[src/rtl/redundant_mem_pkg.sv]
// Shared state encoding and pattern helper for the redundant memory sequencer lanes.
package redundant_mem_pkg;

  typedef enum logic [1:0] {
    IDLE = 2'b00,
    LOAD = 2'b01,
    EXEC = 2'b10,
    DONE = 2'b11
  } seq_state_t;

  localparam int unsigned PAT_MAX_W   = 64;
  localparam int unsigned FAULT_CNT_W = 8;

  // Width-generic: callers zero-extend both operands to PAT_MAX_W and keep the DW LSBs,
  // which zero-extends or truncates the address as the data width requires.
  function automatic logic [PAT_MAX_W-1:0] pat(input logic [PAT_MAX_W-1:0] seed,
                                               input logic [PAT_MAX_W-1:0] addr);
    return seed ^ addr;
  endfunction

endpackage

[src/rtl/mem_seq_lane.sv]
// One sequencer lane: fills its private RAM with seed^addr, then reads it back top-down.
module mem_seq_lane
  import redundant_mem_pkg::*;
#(
  parameter int unsigned DW = 8,
  parameter int unsigned AW = 8
) (
  input  logic          clk,
  input  logic          rst,
  input  logic          start,
  input  logic [DW-1:0] seed,
  output seq_state_t    state,
  output logic [DW-1:0] rdata
);

  localparam int unsigned   DEPTH    = 2 ** AW;
  localparam logic [AW-1:0] ADDR_MAX = {AW{1'b1}};

  seq_state_t    state_q, state_d;
  logic [AW-1:0] addr_q, addr_d;
  logic [DW-1:0] seed_q, seed_d;
  logic [DW-1:0] mem [DEPTH];
  logic [DW-1:0] patWord;
  logic          memWe;

  assign patWord = DW'(pat(PAT_MAX_W'(seed_q), PAT_MAX_W'(addr_q)));

  // Transitions fire at the end addresses, so the counter never wraps.
  always_comb begin
    state_d = state_q;
    addr_d  = addr_q;
    seed_d  = seed_q;
    memWe   = 1'b0;
    case (state_q)
      IDLE: begin
        if (start) begin
          state_d = LOAD;
          addr_d  = '0;
          seed_d  = seed;
        end
      end
      LOAD: begin
        memWe = 1'b1;
        if (addr_q == ADDR_MAX) state_d = EXEC;
        else                    addr_d  = addr_q + 1'b1;
      end
      EXEC: begin
        if (addr_q == '0) state_d = DONE;
        else              addr_d  = addr_q - 1'b1;
      end
      DONE:    state_d = IDLE;
      default: state_d = IDLE;
    endcase
  end

  always_ff @(posedge clk) begin
    if (rst) begin
      state_q <= IDLE;
      addr_q  <= '0;
      seed_q  <= '0;
    end else begin
      state_q <= state_d;
      addr_q  <= addr_d;
      seed_q  <= seed_d;
    end
  end

  always_ff @(posedge clk) begin
    if (memWe) mem[addr_q] <= patWord;
  end

  assign rdata = mem[addr_q];
  assign state = state_q;

  // Readback must equal what LOAD wrote; every busy cycle must move the state or the address.
  assert property (@(posedge clk) disable iff (rst) (state_q == EXEC) |-> (rdata == patWord));
  assert property (@(posedge clk) disable iff (rst)
    (state_q != IDLE) |=> ((state_q != $past(state_q)) || (addr_q != $past(addr_q))));

endmodule

[src/rtl/redundant_mem_seq.sv]
// Lockstep memory sequencer: LANES identical lanes, lane 0 drives the output, others are compared.
// Optional FAULT_INJECT_EN adds inj_en/inj_mask to corrupt the last lane's compared read data.
module redundant_mem_seq
  import redundant_mem_pkg::*;
#(
  parameter int unsigned DW    = 8,
  parameter int unsigned AW    = 8,
  parameter int unsigned LANES = 2
) (
  input  logic                   clk,
  input  logic                   rst,
  input  logic                   start,
  input  logic [DW-1:0]          seed,
  input  logic                   clear_fault,
`ifdef FAULT_INJECT_EN
  input  logic                   inj_en,
  input  logic [DW-1:0]          inj_mask,
`endif
  output logic                   busy,
  output logic                   done,
  output logic                   fo_valid,
  output logic [DW-1:0]          fo_data,
  output logic                   co_fault,
  output logic [LANES-1:0]       fault_lane_mask,
  output logic [FAULT_CNT_W-1:0] fault_cnt
);

  if (LANES < 2) begin : g_lanes_check
    $fatal(1, "redundant_mem_seq: LANES must be at least 2");
  end

  seq_state_t             laneState [LANES];
  logic [DW-1:0]          laneData  [LANES];
  logic [DW-1:0]          cmpData   [LANES];
  logic [LANES-1:0]       diverge;
  logic                   anyDiverge;
  logic                   coFault_q, coFault_d;
  logic [LANES-1:0]       mask_q, mask_d;
  logic [FAULT_CNT_W-1:0] faultCnt_q, faultCnt_d;

  for (genvar k = 0; k < LANES; k++) begin : g_lane
    mem_seq_lane #(.DW(DW), .AW(AW)) u_lane (
      .clk   (clk),
      .rst   (rst),
      .start (start),
      .seed  (seed),
      .state (laneState[k]),
      .rdata (laneData[k])
    );
  end

  always_comb begin
    for (int k = 0; k < LANES; k++) cmpData[k] = laneData[k];
`ifdef FAULT_INJECT_EN
    if (inj_en) cmpData[LANES-1] = laneData[LANES-1] ^ inj_mask;
`endif
  end

  // Lane 0 is the reference, so bit 0 of the divergence vector stays low.
  always_comb begin
    diverge = '0;
    for (int k = 1; k < LANES; k++) begin
      diverge[k] = (laneState[k] != laneState[0]) ||
                   ((laneState[0] == EXEC) && (cmpData[k] != cmpData[0]));
    end
  end

  assign anyDiverge = |diverge;

  // A fresh divergence overrides a simultaneous clear.
  always_comb begin
    coFault_d  = (coFault_q & ~clear_fault) | anyDiverge;
    mask_d     = (clear_fault ? '0 : mask_q) | diverge;
    faultCnt_d = faultCnt_q;
    if (anyDiverge && (faultCnt_q != {FAULT_CNT_W{1'b1}})) faultCnt_d = faultCnt_q + 1'b1;
  end

  always_ff @(posedge clk) begin
    if (rst) begin
      coFault_q  <= 1'b0;
      mask_q     <= '0;
      faultCnt_q <= '0;
    end else begin
      coFault_q  <= coFault_d;
      mask_q     <= mask_d;
      faultCnt_q <= faultCnt_d;
    end
  end

  assign busy            = (laneState[0] != IDLE);
  assign done            = (laneState[0] == DONE);
  assign fo_valid        = (laneState[0] == EXEC);
  assign fo_data         = fo_valid ? laneData[0] : '0;
  assign co_fault        = coFault_q;
  assign fault_lane_mask = mask_q;
  assign fault_cnt       = faultCnt_q;

  assert property (@(posedge clk) disable iff (rst) done |=> !busy);
  assert property (@(posedge clk) !fault_lane_mask[0]);

endmodule

[config.mk]
export PLATFORM = sky130hd
export DESIGN_NAME = redundant_mem_seq
export DESIGN_NICKNAME = d
export VERILOG_FILES = /design/src/rtl/redundant_mem_pkg.sv /design/src/rtl/mem_seq_lane.sv /design/src/rtl/redundant_mem_seq.sv
export SDC_FILE = /design/constraint.sdc
export NUM_CORES = 2
export LEC_CHECK = 0
export CAP_MARGIN = 10
export CORE_UTILIZATION = 66
export CTS_BUF_LIST = sky130_fd_sc_hd__clkbuf_8
export DETAILED_ROUTE_END_ITERATION = 16
export MAX_ROUTING_LAYER = met4
export PLACE_DENSITY = 0.82
export SLEW_MARGIN = 40
export SYNTH_ARGS = -nofsm -noshare
export SYNTH_HDL_FRONTEND = slang
export SYNTH_SLANG_ARGS = --single-unit
[constraint.sdc]
create_clock -name clk -period 10.6 [get_ports clk]
set_input_delay 2.12 -clock clk [delete_from_list [all_inputs] [get_ports clk]]
set_output_delay 2.12 -clock clk [all_outputs]
set_load 0.005 [all_outputs]
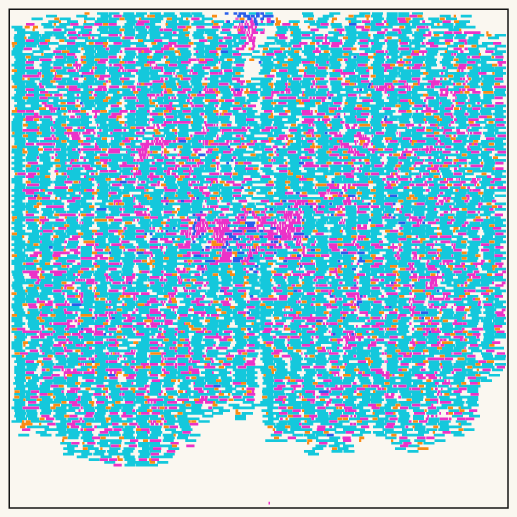
(images/cell_classes.png)
(1 px per µm)
other buffers and delay cells -> blue  # cells 191, share of their area 1.2%
flip-flops -> cyan  # cells 4,158, share of their area 72%
all other logic -> magenta  # cells 3,130, share of their area 21%
clock drivers and dummy loads -> orange  # cells 1,077, share of their area 6.3%
final core utilization: 72.83%
Seq area share: 70.09%

==> impl_metrics.json <==
{
  "nWellTaps": 3202,
  "cap_violations": 0,
  "cp_cell_sequence": "buf_4 -> and2_0 -> buf_4 -> a22oi_1 -> a21oi_1 -> a211oi_1 -> a21oi_1 -> nand3_1 -> nor2_1 -> clkdlybuf4s50_1",
  "rsz0062_at_grt": "no",
  "slew_headroom_pct": 17.45,
  "buffers_excl_clock": 191,
  "ir_worst_vdd_mv": 0.1989,
  "vias_per_cell": 7.071,
  "tns_ps": 0,
  "powerSeq_w": 0.0200,
  "status": "completed",
  "cts_max_path_buffers": 4,
  "io_buffer_count": 32,
  "finalCritPeriodShare_pct": 77.34,
  "worstSetupPathType": "register to output port",
  "worst_slack_ps": 2402,
  "warnings": 92,
  "cp.required_ps": 8480,
  "power_clock_w": 0.0119,
  "ff2ff_setup_slack_ps": 4580,
  "comb_area_um2": 35860,
  "lay_top_cells": "4,096 x edfxtp_1, 951 x mux4_2, 645 x clkbuf_8",
  "hold_depth": 2,
  "combinationalPowerShare_pct": 22.2,
  "n_sequential_cell": 4158,
  "fin_crit_ps": 8198,
  "fp_nets": 7787,
  "drt_pass1_iterations": 9,
  "wl_um": 398100,
  "cp.arrival_ps": 6080,
  "simple_gate_share_pct": 3.199,
  "min_from": "fault_lane_mask[1]",
  "r2r_cells": 13,
  "drive_above_1_share_pct": 25.49,
  "cts_tree": "done",
  "flop_area_um2": 124300,
  "postRouteAntennaNets": 0,
  "grt_pass1_wl_um": 570100,
  "inverters": 20,
  "slowest_delay_ps": 810,
  "synth-main-ff-cell": "edfxtp_1",
  "fp.coreArea_um2": 243500,
  "die_h_um": 497.2,
  "ctsResizeCount": 0,
  "vias": 83286,
  "grt_pass1_vias": 84310,
  "numSynthFlops": 4158,
  "mostFrequentLayoutCell": "edfxtp_1",
  "synth_chip_area_um2": 161800,
  "synth_cell_types": 81,
  "p_sw_share_pct": 29.29,
  "hp-class": "register to register",
  "top_logic_kind": "multiplexers",
  "ioPinCount": 34,
  "htreeDepth": 6,
  "cts_buffers": 625,
  "critPathSlowestCell": "dfxtp_4",
  "logic_gate_count": 3110,
  "syn_area_per_cell_um2": 20.88,
  "std_cell_rows": 181,
  "synth.area.mux_share_pct": 14.78,
  "nets": 8143,
  "setup_viol": 0,
  "hpwl_um": 233400,
  "drc": 0,
  "antenna_cells": 21,
  "hold_viol": 0,
  "power_density_nw_per_um2": 231.4,
  "clkTransAtPathRegs_ps": 60,
  "p_total_w": 0.04103,
  "dieArea_um2": 247200,
  "ys_sh_aoi_pct": 3.054,
  "worst_slew_pin_slew_ps": 1234,
  "ys_sh_xor_pct": 0.2057,
  "comb_share_pct": 20.23,
  "track_usage_pct": 33.06,
  "hold_buffers": 0,
  "fp-utilization_pct": 66.47,
  "fill_cells": 12686,
  "end_kind": "output port",
  "post_drt_wl_per_cell_um": 33.80,
  "synthCells": 7750,
  "syn_area_um2": 161800
}
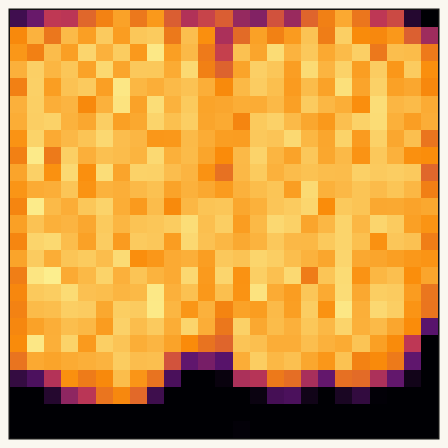
(images/density.png)
25 x 25 tiles, from black (low) to pale yellow (high), 0 to 100% covered.
tiles over 75% full = 71%
mean over tiles = 70%
nearly empty tiles = 11%
fullest tile = 96%

synthesized netlist by cell type, types with 11 or more instances:
| master | count | area (µm²) |
|---|---|---|
| edfxtp_1 | 4096 | 123000 |
| mux4_2 | 951 | 21420 |
| nor2_1 | 613 | 2301 |
| a22oi_1 | 184 | 1381 |
| nand2_1 | 184 | 690.7 |
| a21oi_1 | 168 | 840.8 |
| clkbuf_1 | 166 | 623.1 |
| mux2i_1 | 165 | 1652 |
| buf_2 | 123 | 615.6 |
| o22ai_1 | 110 | 688.2 |
| buf_4 | 72 | 540.5 |
| nand3_1 | 71 | 355.3 |
| buf_6 | 66 | 743.2 |
| nor3_1 | 66 | 330.3 |
| dfxtp_1 | 62 | 1241 |
| nor2b_1 | 62 | 387.9 |
| a211oi_1 | 37 | 277.8 |
| nand2b_1 | 37 | 231.5 |
| mux2_2 | 32 | 360.4 |
| nor4_1 | 32 | 200.2 |
| o221ai_1 | 32 | 280.3 |
| a221oi_1 | 29 | 254.0 |
| xor2_1 | 28 | 245.2 |
| o21ai_0 | 27 | 135.1 |
| a22o_1 | 26 | 227.7 |
| buf_1 | 23 | 86.33 |
| ha_1 | 23 | 287.8 |
| inv_1 | 20 | 75.07 |
| nand4_1 | 18 | 112.6 |
| mux4_1 | 17 | 446.7 |
| o211ai_1 | 17 | 127.6 |
| or3_1 | 17 | 106.4 |
| a31oi_1 | 16 | 100.1 |
| and2_1 | 13 | 81.33 |
| a2111oi_0 | 11 | 96.34 |
| or2_2 | 11 | 68.82 |
state kept, by name, indices dropped and copies added, names as in the netlist, named ones only:
name	flops
g_lane.u_lane.addr_q	16
co_fault	1
g_lane.u_lane.seed_q	16
g_lane.u_lane.state	4
fault_lane_mask	1
g_lane.u_lane.mem	4096
fault_cnt	8
worst reg2reg max path, stage by stage (launching register included):
cell and delay [ps]:
dfxtp_4 830, buf_12 560, buf_12 620, mux4_2 590, a22oi_1 230, a21oi_1 250
nor4_1 750, nor2_1 410, nand2_1 310, xor2_1 150, nor4_2 400, nand3_1 280
a21oi_1 360, o221a_2 230
per-layer routing:
metal	vias to the layer above	share of wire, %	global-route usage (%)
li1	33015	-	-
met2	6690	49	50.12
met4	0	5.5	16.50
met3	1209	12	7.646
met1	42372	33	42.74
met5	-	0	-
worst max-delay path by stage:
| stage | end | slack, ps | depth (start not counted) |
|---|---|---|---|
| floorplan | g_lane[1].u_lane.mem[0][0] | 1770 | 2 |
| global placement | fo_data[5] | 3520 | 9 |
| detailed placement | fo_data[5] | 3650 | 9 |
| CTS | fo_data[5] | 2430 | 9 |
| global route | fo_data[5] | 2450 | 9 |
| finish | fo_data[2] | 2400 | 10 |
through the flow:
| stage | utilization, % | instances |
|---|---|---|
| after floorplan | - | 7750 |
| after global placement | 67.81 | 10664 |
| after CTS | 72.56 | 11751 |
| after detailed placement | 68.07 | 10674 |
| after global routing | 72.82 | 11777 |
| final | 72.83 | 11779 |
